Run 1, placed cells, one colour a class:
Scale bar: 20 um. Fill, decap, tap and diode cells in grey.
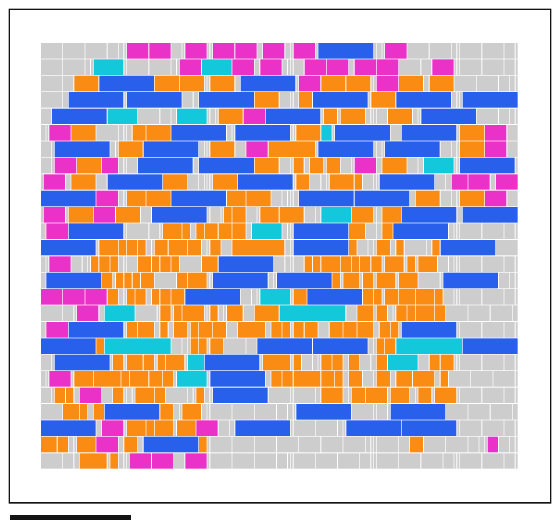
Run 1, register map, names as in the netlist:
Scale bar: 20 um.
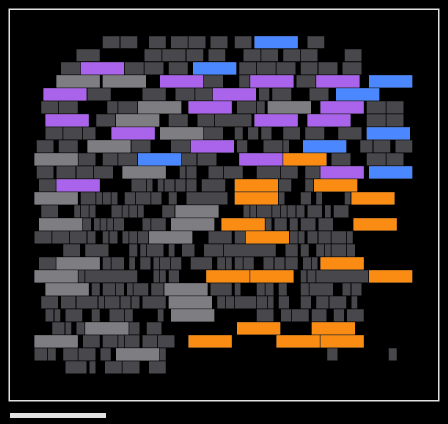
Run 1, routing congestion map:
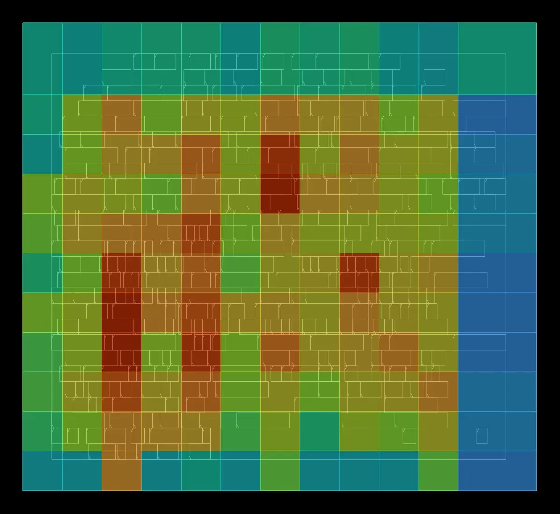
### src/rtl/ov7670_cfg_pkg.sv
// Shared types and constants for the OV7670 register-ROM configuration sequencer.
package ov7670_cfg_pkg;

  localparam int          ROM_AW         = 7;
  localparam logic [15:0] DELAY_MARK_DEF = 16'hFFF0;
  localparam logic [15:0] END_MARK_DEF   = 16'hFFFF;

  typedef enum logic [3:0] {
    IDLE,
    FETCH,
    DECODE,
    ISSUE,
    WAIT,
    DELAY,
    NEXT,
    DONE,
    FAIL
  } cfg_state_e;

  // Bits needed to hold the values 0..n-1 (at least one bit).
  function automatic int cnt_width(input int n);
    return (n < 2) ? 1 : $clog2(n);
  endfunction

endpackage

### src/rtl/ov7670_cfg_seq_delay_timer.sv
// Load / count-down timer used for ROM delay markers; zero is high when the count is 0.
module cfg_delay_timer
  import ov7670_cfg_pkg::*;
#(
  parameter int CYCLES = 100000
) (
  input  logic clk,
  input  logic reset_n,
  input  logic load,
  input  logic en,
  output logic zero
);

  localparam int W = cnt_width(CYCLES);

  logic [W-1:0] cnt_reg;

  // Loading CYCLES-1 makes the owner stall exactly CYCLES cycles, the last one seeing zero.
  always_ff @(posedge clk or negedge reset_n) begin
    if (!reset_n) begin
      cnt_reg <= '0;
    end else if (load) begin
      cnt_reg <= W'(CYCLES - 1);
    end else if (en && (cnt_reg != '0)) begin
      cnt_reg <= cnt_reg - 1'b1;
    end
  end

  assign zero = (cnt_reg == '0);

endmodule

### src/rtl/ov7670_cfg_seq.sv
// OV7670 configuration sequencer: walks the register ROM and issues one SCCB write per entry.
// Optional CFG_RETRY_EN: resend a NACKed entry up to MAX_RETRY times before failing.
module ov7670_cfg_seq
  import ov7670_cfg_pkg::*;
#(
  parameter int          ROM_DEPTH    = 75,
  parameter int          DELAY_CYCLES = 100000,
  parameter logic [15:0] DELAY_MARK   = DELAY_MARK_DEF,
`ifdef CFG_RETRY_EN
  parameter int          MAX_RETRY    = 3,
`endif
  parameter logic [15:0] END_MARK     = END_MARK_DEF
) (
  input  logic              clk,
  input  logic              reset_n,
  input  logic              start,
  output logic [ROM_AW-1:0] rom_addr,
  input  logic [15:0]       rom_data,
  output logic              sccb_valid,
  input  logic              sccb_ready,
  output logic [7:0]        sccb_reg,
  output logic [7:0]        sccb_data,
  input  logic              sccb_done,
  input  logic              sccb_nack,
  output logic              busy,
  output logic              done,
  output logic              error
);

  localparam logic [ROM_AW-1:0] LAST_ADDR = ROM_AW'(ROM_DEPTH - 1);

  cfg_state_e  state_reg;
  logic [15:0] word_reg;
  logic        delay_load;
  logic        delay_en;
  logic        delay_zero;

`ifdef CFG_RETRY_EN
  localparam int RW = cnt_width(MAX_RETRY + 1);
  logic [RW-1:0] retry_reg;
`endif

  assign delay_load = (state_reg == DECODE) && (word_reg != END_MARK) && (word_reg == DELAY_MARK);
  assign delay_en   = (state_reg == DELAY);

  cfg_delay_timer #(
    .CYCLES (DELAY_CYCLES)
  ) u_delay (
    .clk     (clk),
    .reset_n (reset_n),
    .load    (delay_load),
    .en      (delay_en),
    .zero    (delay_zero)
  );

  always_ff @(posedge clk or negedge reset_n) begin
    if (!reset_n) begin
      state_reg  <= IDLE;
      word_reg   <= '0;
      rom_addr   <= '0;
      sccb_valid <= 1'b0;
      sccb_reg   <= '0;
      sccb_data  <= '0;
      busy       <= 1'b0;
      done       <= 1'b0;
      error      <= 1'b0;
`ifdef CFG_RETRY_EN
      retry_reg  <= '0;
`endif
    end else begin
      case (state_reg)
        IDLE: begin
          if (start) begin
            done      <= 1'b0;
            error     <= 1'b0;
            busy      <= 1'b1;
            rom_addr  <= '0;
`ifdef CFG_RETRY_EN
            retry_reg <= '0;
`endif
            state_reg <= FETCH;
          end
        end
        FETCH: begin
          word_reg  <= rom_data;
          state_reg <= DECODE;
        end
        DECODE: begin
          if (word_reg == END_MARK) begin
            state_reg <= DONE;
          end else if (word_reg == DELAY_MARK) begin
            state_reg <= DELAY;
          end else begin
            sccb_reg   <= word_reg[15:8];
            sccb_data  <= word_reg[7:0];
            sccb_valid <= 1'b1;
            state_reg  <= ISSUE;
          end
        end
        ISSUE: begin
          // Payload stays frozen until the master takes it.
          if (sccb_ready) begin
            sccb_valid <= 1'b0;
            state_reg  <= WAIT;
          end
        end
        WAIT: begin
          if (sccb_done) begin
            if (!sccb_nack) begin
              state_reg <= NEXT;
`ifdef CFG_RETRY_EN
            end else if (retry_reg < RW'(MAX_RETRY)) begin
              retry_reg  <= retry_reg + 1'b1;
              sccb_valid <= 1'b1;
              state_reg  <= ISSUE;
`endif
            end else begin
              state_reg <= FAIL;
            end
          end
        end
        DELAY: begin
          if (delay_zero) begin
            state_reg <= NEXT;
          end
        end
        NEXT: begin
`ifdef CFG_RETRY_EN
          retry_reg <= '0;
`endif
          if (rom_addr == LAST_ADDR) begin
            state_reg <= DONE;
          end else begin
            rom_addr  <= rom_addr + 1'b1;
            state_reg <= FETCH;
          end
        end
        DONE: begin
          busy      <= 1'b0;
          done      <= 1'b1;
          state_reg <= IDLE;
        end
        FAIL: begin
          busy      <= 1'b0;
          error     <= 1'b1;
          state_reg <= IDLE;
        end
        default: state_reg <= IDLE;
      endcase
    end
  end

endmodule
### config.mk
export PLATFORM = sky130hd
export DESIGN_NAME = ov7670_cfg_seq
export DESIGN_NICKNAME = d
export VERILOG_FILES = /design/src/rtl/ov7670_cfg_pkg.sv /design/src/rtl/ov7670_cfg_seq_delay_timer.sv /design/src/rtl/ov7670_cfg_seq.sv
export SDC_FILE = /design/constraint.sdc
export NUM_CORES = 1
export LEC_CHECK = 0
export CAP_MARGIN = 20
export CORE_ASPECT_RATIO = 0.9
export CORE_MARGIN = 5
export CORE_UTILIZATION = 55
export CTS_CLUSTER_DIAMETER = 100
export CTS_CLUSTER_SIZE = 24
export DETAILED_ROUTE_END_ITERATION = 6
export GPL_ROUTABILITY_DRIVEN = 1
export PLACE_DENSITY = 0.81
export SYNTH_ARGS = -nofsm -noshare
export SYNTH_HDL_FRONTEND = slang
export SYNTH_SLANG_ARGS = --single-unit
### constraint.sdc
create_clock -name clk -period 4 [get_ports clk]
set_input_delay 0.8 -clock clk [delete_from_list [all_inputs] [get_ports clk]]
set_output_delay 0.8 -clock clk [all_outputs]
set_load 0.01 [all_outputs]
==> run summary, run 1 <==
This memo summarizes the results of the implementation run.

Worst setup path
Traced cell by cell, the critical path runs through nor3b_1, nand2b_1, nor2_2, mux2_2. The required arrival time at the worst endpoint is 4.22 ns. STA classifies the critical path endpoint as a flip-flop. The number of cells on the critical path is 4. Per the post-run analysis, buffers plus inverters along the critical path come to 0. Looking at the setup timing report, the critical path kind is reg -> reg. The timing report attributes the biggest portion of critical-path delay to simple AND/OR/NAND/NOR gates.

On the critical path the data arrives at about 2.8 ns. The launch point of the critical path was reported as state_reg[1]. The register-to-register path setup slack is 1.47 ns. The maximum net fanout on the critical path is 18. STA shows the worst reg2reg path with a cell count of 4. The kind of start point of the critical path is a flip-flop.

The cell with the largest stage delay on the worst path is sky130_fd_sc_hd__dfrtp_1. The end of the critical path is sccb_reg[0]. The launch point of the worst register-to-register path is recorded as state_reg[1]. The longest incremental delay of any stage on the critical path is reported as 0.71 ns.

Floorplanning
Measured along the x axis, the die boundary spans a little under 90 um. Per the OpenROAD floorplan log, the area of the die is between 7000 and 8000 sq um. The effective utilization at floorplan is a little under three fifths.

The number of top-level design ports is 49. The floorplan step set the die height to a little over 80 um. The area of the core is 5600 sq um. The standard-cell row count is 26.

Power and ir drop
The power in the clock group is around 690 uW. Looking at the power breakdown, sequential logic takes between 40 and 50% of the total. The internal portion of the total power is 1980 uW. The power attributed to combinational cells is 1110 uW. Per the OpenROAD power report, switching power amounts to slightly above 1000 uW. The power report puts the leakage power at 0.00166 uW. The report lists the power per cell area as 774 nW/um^2.

The sequential logic power is between 1000 and 1500 uW. The script computed the net switching share of total power as 34.3%. The largest part of the power goes to registers.

Looking at the power breakdown, the clock network takes between 20% and 30% of the total. IR analysis of the VDD net gives a maximum drop of 463 uV.

Synthesis
The portion of synthesized cell area occupied by the leading cell type is 51.2%. In the synthesis report, Yosys lists the chip area as 3130 sq um. Of the post-synthesis cell area, the part taken by muxes is a little over an eighth. By instance count, the leading cell after synthesis is sky130_fd_sc_hd__dfrtp_1. The count of flip-flops with a built-in enable after synthesis is 0. When the netlist entered floorplanning its net count stood at roughly 310. The share of synthesized cell area in full adder, half adder and majority cells is 1.20%.

Summing the sequential cell areas from Yosys gives between 50 and 60% of the chip area. Synthesis instantiated 49 different standard cells from the library. The cell type with the largest total area after synthesis is sky130_fd_sc_hd__dfrtp_1. The synthesized netlist cell count is 283. The synthesis run shows the most used standard cells to be sky130_fd_sc_hd__dfrtp_1, sky130_fd_sc_hd__mux2_2, sky130_fd_sc_hd__nor2_1, sky130_fd_sc_hd__nand2_1, sky130_fd_sc_hd__nor3_1. The synthesized netlist devotes 19.2% of its cell area to simple gates.

The register bit total from synthesis is about 64. The most common flop cell mapped by yosys is sky130_fd_sc_hd__dfrtp_1. A synthesized cell averages 11.1 sq um. The cell total in the yosys stat output is approximately 280. The post-synthesis async set-or-reset flop share is 100%.

The synthesis report lists the Yosys warning total as 0. For reference, compound AND-OR and OR-AND cells occupy 9.96% of the area reported after synthesis.

Timing
The final-report max-slew violation count is 0. The pin slew with the least headroom to its limit is around 1.1 ns. Static timing analysis puts the maximum clock frequency at 0.395 GHz. The least setup slack across all paths after layout is 1.47 ns. The worst path uses 63.2% of the clock period. The relative slew slack is about a quarter.

For the final routed database, the setup TNS stands at 0 ns. The final clock skew is around 0.0067 ns. For the finished layout, the period the worst path requires is roughly 2.5 ns. The last timing report of the flow puts the setup violation total at 0. Setup repair after global routing left no endpoint under its margin. For reference, the final report shows the hold violation count at 0.

Routing
Once detail routing completed, the nets flagged for antenna violations numbered 0. The routed layout has 2357 vias. Summed over all nets, wire length on met3 after detailed routing comes to 347 um. The detailed router's first-iteration violation count is approximately 120. The detailed-routed wire length on met2 is roughly 3100 um. The first TritonRoute pass finished after 4 iterations. For this sky-water flow run, the detailed-routed wirelength per cell is reported as 16.1 um.

Summed over all layers, the routed wires come to 6540 um. The number of vias per cell after detailed routing is 5.79.

Clock tree
The number of gates resized after CTS was 0. Looking at the clock tree report, the root buffer type is sky130_fd_sc_hd__clkbuf_8. The H-tree depth reported by CTS is 3.

In this run, CTS created clock tree buffers numbering 9. Buffers added to address setup during post-CTS repair amount to 0. Clock latency on the worst-skew pair, taken at its later pin, is roughly 0.34 ns.

The clock transition time at the flip-flop clock pins of the worst setup and hold paths is 0.07 ns. The tree built by TritonCTS fans out to 64 sinks. TritonCTS built the clock tree. The maximum count of clock buffers along a single path is 2.

Global route
The number of antenna violations at the first check in global routing is 0. The first global-routing pass estimated 10900 um of wire. The met1 capacity usage during global routing is 26.1%. The number of global-route vias before repair is between 2000 and 2500.

The largest net degree at the start of global routing is 31. Summed over all layers, the global routing overflow is 0. In the global route stage, overall resource usage came out at between 10% and 20%.

Placement
The tally of buffers added on design ports is 48. According to the dpl log, the detail-placed design has an HPWL of 4610 um. The global placer's final weighted congestion is 0.804. The placed instance count is ~390. Prior to clock tree synthesis, the placed netlist has a worst setup slack of 1.39 ns.

Cells and area
The flow measured a signed area growth from synthesis to layout of 24.7%. The number of antenna diodes in the final layout is 0. The sequential cell area is 1600 sq um.

The filler cell count is 401. The multi-input combinational cells in the finished layout cover a total of between 1000 and 1500 sq um. Leaving out fill and tap cells, the most frequent cell in the layout is sky130_fd_sc_hd__dfrtp_1. Ranking logic cells in the layout by count gives the top entries sky130_fd_sc_hd__dfrtp_1, sky130_fd_sc_hd__clkdlybuf4s50_1, sky130_fd_sc_hd__mux2_2.

Flow run
Per the run summary, max-cap violations total 0. Warnings raised by the tools during the run amount to 27.

Outcome
The run finished with clean final reports.
About 'placed cells, one colour a class':
Cyan shows clock drivers and dummy loads, cells 16, share of their area 6.7%. Orange shows combinational and other logic, cells 207, share of their area 38%. Blue shows sequential cells, cells 64, share of their area 42%. Magenta shows remaining buffers and delay cells, cells 50, share of their area 13%.

About 'register map, names as in the netlist':
Orange shows `u_delay.cnt_reg`, placed flops 17. Blue shows `sccb_reg`, placed flops 8. Purple shows `word_reg`, placed flops 16.
Another 23 sequential cells are not coloured.

About 'routing congestion map':
met3 Use GR: 5.62%
met2 global-route usage: 30.9%

==> run 1: metrics by stage <==
stage | power, uW | util, % | instance area, sq um
finish | 3020 | 69.7 | 3900
global route | 3230 | 69.7 | 3900
CTS | 3040 | 69.7 | 3900
detailed placement | 2330 | 65.2 | 3650
global placement | 2280 | 65.2 | 3650
floorplan | 1910 | - | 3130
==> run 1: final cells by class <==
type | count | area share (%)
clock buffers | 11 | 3.88
multi-input cells | 202 | 37.1
inverters | 5 | 0.481
well taps | 70 | 2.25
flip-flops and latches | 64 | 41.1
repair buffers | 50 | 12.6
clock inverters | 5 | 2.63
==> run 1: cells by family after synthesis <==
family,after synthesis
flip-flops,64
buffers and inverters,17
adder cells (fa/ha/maj),3
AND/OR/NAND/NOR,108
XOR/XNOR,9
multiplexers,37
AND-OR/OR-AND,45
==> run 1 -> run 2 <==
--- a/config.mk
+++ b/config.mk
@@ -8,12 +8,12 @@
 export CAP_MARGIN = 20
 export CORE_ASPECT_RATIO = 0.9
 export CORE_MARGIN = 5
-export CORE_UTILIZATION = 55
+export CORE_UTILIZATION = 54
 export CTS_CLUSTER_DIAMETER = 100
 export CTS_CLUSTER_SIZE = 24
 export DETAILED_ROUTE_END_ITERATION = 6
 export GPL_ROUTABILITY_DRIVEN = 1
-export PLACE_DENSITY = 0.81
+export PLACE_DENSITY = 0.8
 export SYNTH_ARGS = -nofsm -noshare
 export SYNTH_HDL_FRONTEND = slang
 export SYNTH_SLANG_ARGS = --single-unit
==> constraint.sdc (replaced) <==
create_clock -name clk -period 2.4 [get_ports clk]
set_input_delay 0.48 -clock clk [delete_from_list [all_inputs] [get_ports clk]]
set_output_delay 0.48 -clock clk [all_outputs]
set_load 0.01 [all_outputs]
==> run summary, run 2 <==
This memo summarizes the results of the implementation run.

Outcome
Outcome: finished clean (unchanged).

Synthesis
The mean instance size in the synthesized netlist is 11.1 sq um (unchanged). The count of flip-flops with a built-in enable after synthesis came to 0 (unchanged). The sequential share of the synthesized area is 51.2% (unchanged). The share of synthesized cell area in full adder, half adder and majority cells is 1.20% (unchanged). The unique cell type count in the Yosys netlist came to 49 (unchanged).

The synthesized-area fraction occupied by ao, oa, aoi and oai cells is 9.96% (unchanged). The post-synthesis cell type with the largest instance count was sky130_fd_sc_hd__dfrtp_1 (unchanged). Largest cells by area after synthesis: sky130_fd_sc_hd__dfrtp_1, sky130_fd_sc_hd__mux2_2, sky130_fd_sc_hd__nor2_1, sky130_fd_sc_hd__xor2_1, sky130_fd_sc_hd__nand2_1 (unchanged). The cell total in the yosys stat output is 283 (unchanged). The register bit total from synthesis is 64 (unchanged). The post-synthesis async set-or-reset flop share is 100% (unchanged).

The area fraction in and, or, nand and nor cells after synthesis is 19.2% (unchanged). The synthesized chip area reported by yosys was 3130 sq um (unchanged). Ranking of synthesized cells by instance count: sky130_fd_sc_hd__dfrtp_1, sky130_fd_sc_hd__mux2_2, sky130_fd_sc_hd__nor2_1, sky130_fd_sc_hd__nand2_1, sky130_fd_sc_hd__nor3_1 (unchanged). The post-synthesis instance area is 3130 sq um (unchanged). The synthesized netlist cell count is 283 (unchanged). The main logic family after synthesis is simple AND/OR/NAND/NOR gates (unchanged).

The xor/xnor share of the synthesized area is 2.52% (unchanged). The number of nets at floorplan is 308 (unchanged). The cell type with the largest total area after synthesis is sky130_fd_sc_hd__dfrtp_1 (unchanged). The portion of synthesized cell area occupied by the leading cell type is 51.2% (unchanged).

The most common flop cell mapped by yosys was sky130_fd_sc_hd__dfrtp_1 (unchanged). The Yosys warning count is 0 (unchanged). The multiplexer share of the synthesized area is 13.1% (unchanged).

Timing
The worst hold slack across all endpoints came to 0.127 ns (was 0.490 ns). The pin slew with the least headroom to its limit is 0.610 ns (was 1.10 ns). The total negative setup slack is 0 ns (unchanged). The final number of setup-violating endpoints is 0 (unchanged). RSZ-0062 raised after global routing: false (unchanged).

The share of the cycle needed by the critical path after routing came to 82.9% (was 63.2%). The final clock skew came to 0.00698 ns (was 0.00669 ns). The least setup slack across all paths after layout was 0.411 ns (was 1.47 ns). The highest clock frequency the design can meet was 0.503 GHz (was 0.395 GHz). The total count of hold-check failures in the final report is 0 (unchanged). The relative slew slack is 59.3% (was 26.5%). The final-report max-slew violation count is 0 (unchanged). The clock period minus final worst setup slack is 1.99 ns (was 2.53 ns).

Power and ir drop
The power attributed to combinational cells is 1970 uW (was 1110 uW). The switching part of the total power is 34.1% (was 34.3%). The internal power of the cells is 3360 uW (was 1980 uW).

The net switching component of the power came to 1740 uW (was 1030 uW). The highest ir drop seen on vdd was 815 uV (was 463 uV). The share of power burned in the clock network is 22.7% (was 22.9%). The sequential share of power is 38.6% (was 40.4%). The power in the clock group is 1160 uW (was 692 uW). The portion of total power attributed to combinational logic is 38.7% (was 36.7%).

The power density of the placed cells is 1290 nW/um^2 (was 774 nW/um^2). The sequential logic power is 1960 uW (was 1220 uW). The total power consumption of the routed design is 5100 uW (was 3020 uW). The power group with the highest consumption is combinational cells (was registers). The leakage power is 0.00170 uW (was 0.00166 uW).

Worst setup path
The kind of critical path is reg -> reg (unchanged). The number of cells on the critical path is 7 (was 4). The element type at the critical path end was a flip-flop (unchanged).

The critical path startpoint is u_delay.cnt_reg[0] (was state_reg[1]). The number of buffers and inverters on the critical path is 1 (was 0). The worst-case reg-to-reg path depth was 7 (was 4). The gate family responsible for the most delay along the worst path is simple AND/OR/NAND/NOR gates (unchanged). The kind of start point of the critical path is a flip-flop (unchanged). The arrival time of data at the critical path endpoint was 2.24 ns (was 2.75 ns). The end of the critical path was u_delay.cnt_reg[7] (was sccb_reg[0]). The register-to-register path setup slack is 0.41 ns (was 1.47 ns).

The endpoint of the most critical register-to-register path is u_delay.cnt_reg[7] (was sccb_reg[0]). The required arrival time at the worst endpoint came to 2.65 ns (was 4.22 ns). The reg-to-reg critical path startpoint is u_delay.cnt_reg[0] (was state_reg[1]). The maximum net fanout on the critical path is 11 (was 18). The cell with the largest stage delay on the worst path is sky130_fd_sc_hd__dfrtp_1 (unchanged). The largest incremental delay on the critical path was 0.41 ns (was 0.71 ns). Crit path cell chain: inv_1, ha_1, nor3b_1, nand3_1, o21a_1, and3_1, o21ai_0 (was nor3b_1, nand2b_1, nor2_2, mux2_2).

Cells and area
The post-synthesis to final-layout area growth is 26.5% (was 24.7%). The fraction of layout instances using a drive strength above 1 is 19.2% (was 17.8%). The filler cell count is 435 (was 401).

The most frequent logic cell in the layout is sky130_fd_sc_hd__dfrtp_1 (unchanged). The post-layout net count is 363 (was 357). The sequential cell area came to 1600 sq um (unchanged). The number of flip-flops in the largest register is 17 (unchanged).

The final instance area is 3960 sq um (was 3900 sq um). Most numerous logic cells after layout: sky130_fd_sc_hd__dfrtp_1, sky130_fd_sc_hd__clkdlybuf4s50_1, sky130_fd_sc_hd__mux2_2 (unchanged). The area of the multi-input gates is 1450 sq um (unchanged).

The core occupancy in the finished layout came to 69.9% (was 69.7%). The final standard cell count with taps included and fillers excluded is 413 (was 407). The antenna cell count is 0 (unchanged).

Clock tree
The clock tree root driver cell is sky130_fd_sc_hd__clkbuf_8 (unchanged). The CTS sink count is 64 (unchanged). The count of buffers added by post-CTS timing repair for setup is 0 (unchanged). The clock transition time at the flip-flop clock pins of the worst setup and hold paths is 0.07 ns (about the same).

The CTS tree is built (unchanged). The post-cts resize count is 0 (unchanged). The clock latency of the later-clocked register in the worst-skew pair was 0.34 ns (about the same). The H-tree depth reported by CTS is 3 (unchanged).

The quantity of hold-fixing buffers added after cts came to 0 (unchanged). The clock buffer count from CTS came to 9 (unchanged). The maximum count of clock buffers along a single path is 2 (unchanged).

Routing
The number of iterations in the first detailed-routing pass is 4 (unchanged). The detailed-routed wire length on met2 is 3160 um (was 3140 um). The met3 routed wirelength is 331 um (was 347 um). The detailed router's first-iteration violation count is 153 (was 121).

The count of antenna-violating nets left after detailed routing was 0 (unchanged). The total wire length after detailed routing is 6590 um (was 6540 um). The number of vias per cell after detailed routing is 5.79 (about the same). The wire length per cell after detailed routing is 16.0 um (was 16.1 um). The met1 wire length is 3010 um (was 2940 um). The top routing layer in use is met4 (unchanged). The remaining design rule violation count is 0 (unchanged).

The number of vias in the routed layout is 2390 (was 2357).

Floorplanning
The area of the core is 5660 sq um (was 5600 sq um). The standard-cell row count came to 26 (unchanged). The floorplan die height came to 82.2 um (was 81.5 um). The effective utilization at floorplan is 55.3% (was 55.9%).

The number of top-level design ports came to 49 (unchanged). The chip area is 7420 sq um (was 7300 sq um). The die width is 90.2 um (was 89.5 um).

Flow run
The max capacitance violation total is 0 (unchanged). The stage-log warning count is 27 (unchanged).

Global route
The largest net degree at the start of global routing is 65 (was 31). The global-route wire length before repair is 11100 um (was 10900 um). The number of antenna violations at the first check in global routing is 0 (unchanged). The total grt overflow is 0 (unchanged). The number of global-route vias before repair is 2316 (was 2277).

Placement
The setup slack after placement is 0.329 ns (was 1.39 ns). The cell area after placement is 3700 sq um (was 3650 sq um). The global placer's final weighted congestion is 0.853 (was 0.804). The placed wire-length estimate is 4500 um (was 4610 um).

The placed instance count is 397 (was 391). The tally of buffers added on design ports is 48 (unchanged).

Min path
The kind of path behind the tightest hold check is in -> async (unchanged).
==> run 2: cell counts after synthesis <==
Identical to the previous run, type by type.
==> run 2: cell families after synthesis <==
group	after synthesis
AOI/OAI and AO/OA	45
xor gates and xnor gates	9
adders and majority gates	3
buffers and inverters	17
DFF	64
muxes	37
and+or+nand+nor	108
==> run 2: area by class of cell <==
type / instances / area share, %
well taps: 70 / 2.21
multi-input cells: 202 / 36.6
clock inverters: 5 / 2.59
flip-flops and latches: 64 / 40.5
inverters: 5 / 0.474
clock buffers: 11 / 3.83
repair buffers: 56 / 13.8
Run 2, register map, names as in the netlist:
Scale bar: 20 um.
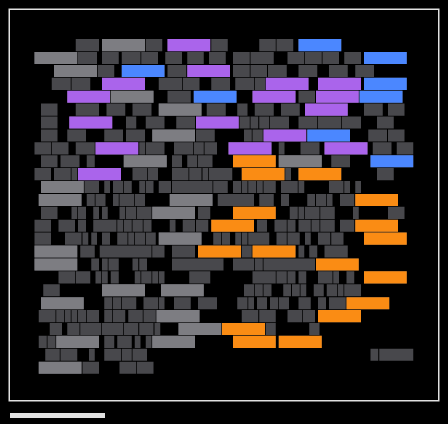
Purple shows `word_reg`, placed flops 16. Orange shows `u_delay.cnt_reg`, placed flops 17. Blue shows `sccb_reg`, placed flops 8.
Another 23 sequential cells are not coloured.

Run 2, routing congestion map:
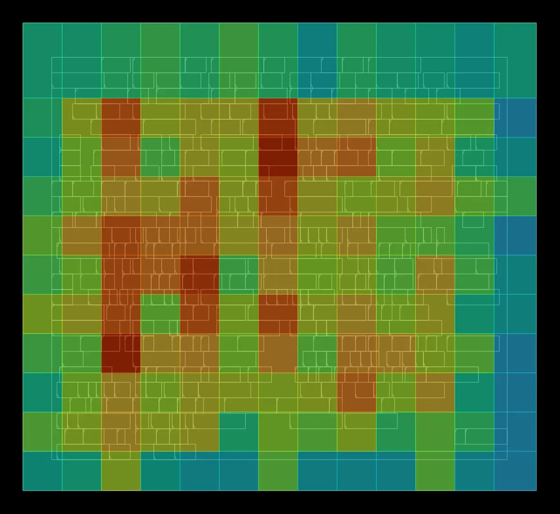
GR peak layer: met2
met2 global-route usage: 30.8%
met3 Use GR: 7.16%
overall fraction of global-route tracks in use: 19.2%
GR Layer Usage met1: 24.6%

Run 2, placed cells, one colour a class:
Scale bar: 20 um. Fill, decap, tap and diode cells in grey.
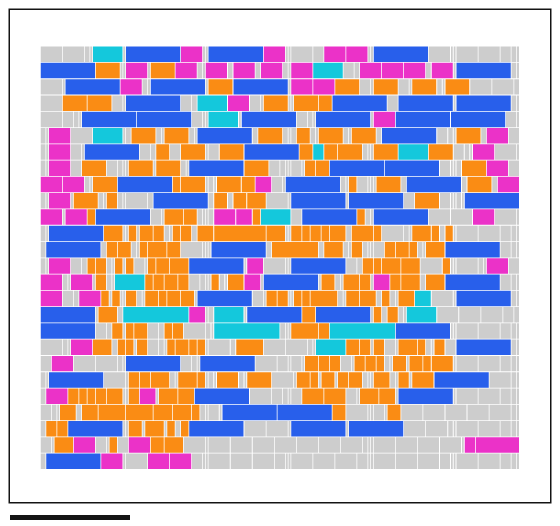
Blue shows sequential cells, cells 64, share of their area 41%. Magenta shows remaining buffers and delay cells, cells 56, share of their area 14%. Orange shows combinational and other logic, cells 207, share of their area 38%. Cyan shows clock drivers and dummy loads, cells 16, share of their area 6.6%.

Power is estimated from default activity; no workload was simulated.
